**The metal 3 layer**

Bar = 20 µm. Cells faint in the background.
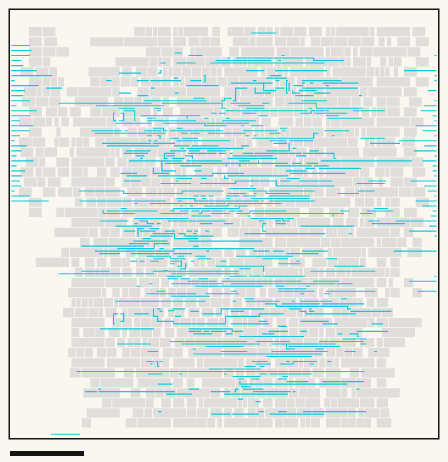
**Metal 2**

Bar = 20 µm. Cells faint in the background.
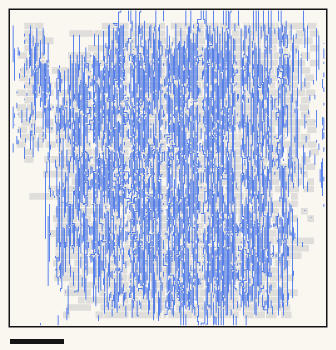
==> config.mk <==
export PLATFORM = sky130hd
export DESIGN_NAME = dout_streamer
export DESIGN_NICKNAME = d
export VERILOG_FILES = /design/src/rtl/dout_streamer.sv
export SDC_FILE = /design/constraint.sdc
export NUM_CORES = 1
export LEC_CHECK = 0
export CAP_MARGIN = 20
export CORE_MARGIN = 2
export CORE_UTILIZATION = 49
export CTS_BUF_LIST = sky130_fd_sc_hd__clkbuf_4 sky130_fd_sc_hd__clkbuf_8
export CTS_CLUSTER_DIAMETER = 40
export DETAILED_ROUTE_END_ITERATION = 8
export GPL_ROUTABILITY_DRIVEN = 0
export PLACE_DENSITY = 0.83
export SLEW_MARGIN = 30
export SYNTH_ARGS = -nofsm -noshare
export SYNTH_HDL_FRONTEND = slang
export SYNTH_SLANG_ARGS = --single-unit
==> constraint.sdc <==
create_clock -name clock -period 2.76 [get_ports clock]
set_clock_uncertainty 0.05 [all_clocks]
set_input_delay 0.69 -clock clock [delete_from_list [all_inputs] [get_ports clock]]
set_output_delay 0.69 -clock clock [all_outputs]
set_load 0.02 [all_outputs]
==> Changelog: implementation <==
### Changed

* Cell depth of the worst setup path at 9
* Area growth syn-to-layout at 57.2%
* Synthesis area per yosys at 6150 µm²
* WP data required at 2020 ps
* FF+latch count, synth at 101
* Floorplan utilization at 50.8%
* Final WS setup at -1000 ps
* # setup viols final at 33
* Slowest cell on crit path: or4b_4
* WL met1 at 9400 µm
* Cycle use final at 136%
* Failing checks: negative setup slack
* Clk buf depth at 2
* Hold WC Path Type: input pin to async pin
* Final tally of max-slew violations at 0
* CP max FO at 3
* Clk sink count at 101
* Simple share at 28.6%
* Switching Fraction at 43.5%
* Post-cts resize count at 190
* Overall power at 6060 µW
* Peak supply drop at 0.389 mV
* Fin cells at 1,160
* Comb pwr share at 51.8%
* Initial DRC count at 1,503
* MUX share of area at 0.163%
* Rows at 40
* Design area at 9670 µm²
* R2R Setup Slk at -390 ps
* P_int at 3420 µW
* Cell area leaders: dfrtp_1 41%, xor2_1 7.4%, xnor2_1 5.3%
* Power per cell area at 626 nW/µm²
* Total track usage at 34.2%
* Main logic family: simple AND/OR/NAND/NOR gates
* Post-Syn Area per Cell at 8.64 µm²
* Clk latency late pin at 400 ps
* Min cycle time layout at 3760 ps
* Vias in the first global route at 7,035
* Placed cell areas at 8660 µm²
* Synth warn at 0
* Avg Vias per Cell at 6.54
* Final Hold Fails at 0
* Total die area at 13,500 µm²
* DRC at 0
* Ys cells at 712
* WL/cell at 23.8 µm
* Net Count, Synth at 766
* Cell Type Count at 55
* Most common cell in the synthesized netlist: dfrtp_1
* Synth cell count leaders: 101 x dfrtp_1, 85 x nand2_1, 84 x nor2_1
* Max Used Layer: met4
* Sequential share of power at 30.5%
* Critical Path Max Stage Delay at 600 ps
* # port buffers at 112
* DRT Pass-1 Iters at 9
* ANT cells at 0
* ANT nets after route at 0
* Worst path cell trace: buf_4, or4b_4, buf_12, nor4_1, nand3_1, xnor2_1, nand4_1, nor2_4, buf_6
* Clock transition at path regs at 110 ps
* Die Ht at 116 µm
* Final nets at 1,041
* # hold bufs at CTS at 0
* Switch Pwr at 2630 µW
* WHS at 275 ps
* Sequential share of the synthesized area at 41.1%
* Max Clk Rate at 0.266 GHz
* Kind of critical path: register to output port
* Worst Path Arrival at 3020 ps
* CTS root buf: clkbuf_8
* FF-to-FF path depth at 11
* First-pass GRT wire length at 35,600 µm
* Status: complete, but fails checks
* Worst-Margin Slew at 697 ps
* Main flop type: dfrtp_1
* H-tree levels at 3
* Clock share of power at 17.8%
* Share of cells above drive strength 1 at 33.6%
* Inserted Clock Buffers at 9
* CP startpoint kind: register
-- 'the metal 3 layer' (at the start) --
main direction: horizontal
share of all routed wire: 12%
wire length on this layer: 3,340 µm
final WL: 27,600 µm
via count: 7,591
met3 Use GR: 7.85%

-- 'metal 2' (at the start) --
share of all routed wire: 45%
longest straight run: 50.5 µm
met2 usage in global routing: 57.6%

==> layout make-up <==
class,instances,area [µm²]
Inverter,13,48.8
Timing Repair Buffer,308,2670
Clock buffer,9,124
Tap cell,168,210
Multi-Input combinational cell,554,4000
Sequential cell,101,2530
Clock inverter,7,88.8
Fill cell,643,2440
==> power by group through the flow <==
stage	combinational (µW)	sequential, µW	clock, µW
finish	3130	1850	1080
global route	3250	1860	1120
CTS	2720	1820	1030
detailed placement	2570	1850	0
global placement	2460	1830	0
floorplan	1190	2070	0
==> placed cells by master (no fill, tap or decap), types with 15 or more instances in the layout <==
cell and instances:
nand4_1 15, buf_6 28, dfrtp_1 100, clkdlybuf4s50_1 76
o31ai_1 27, xor2_1 46, buf_4 192, o21ai_0 23
nand3_1 18, nand2_1 78, nor2_1 74, xnor2_1 32
nor2b_1 26
No activity file was given, so power comes from the tool's default toggle rates.
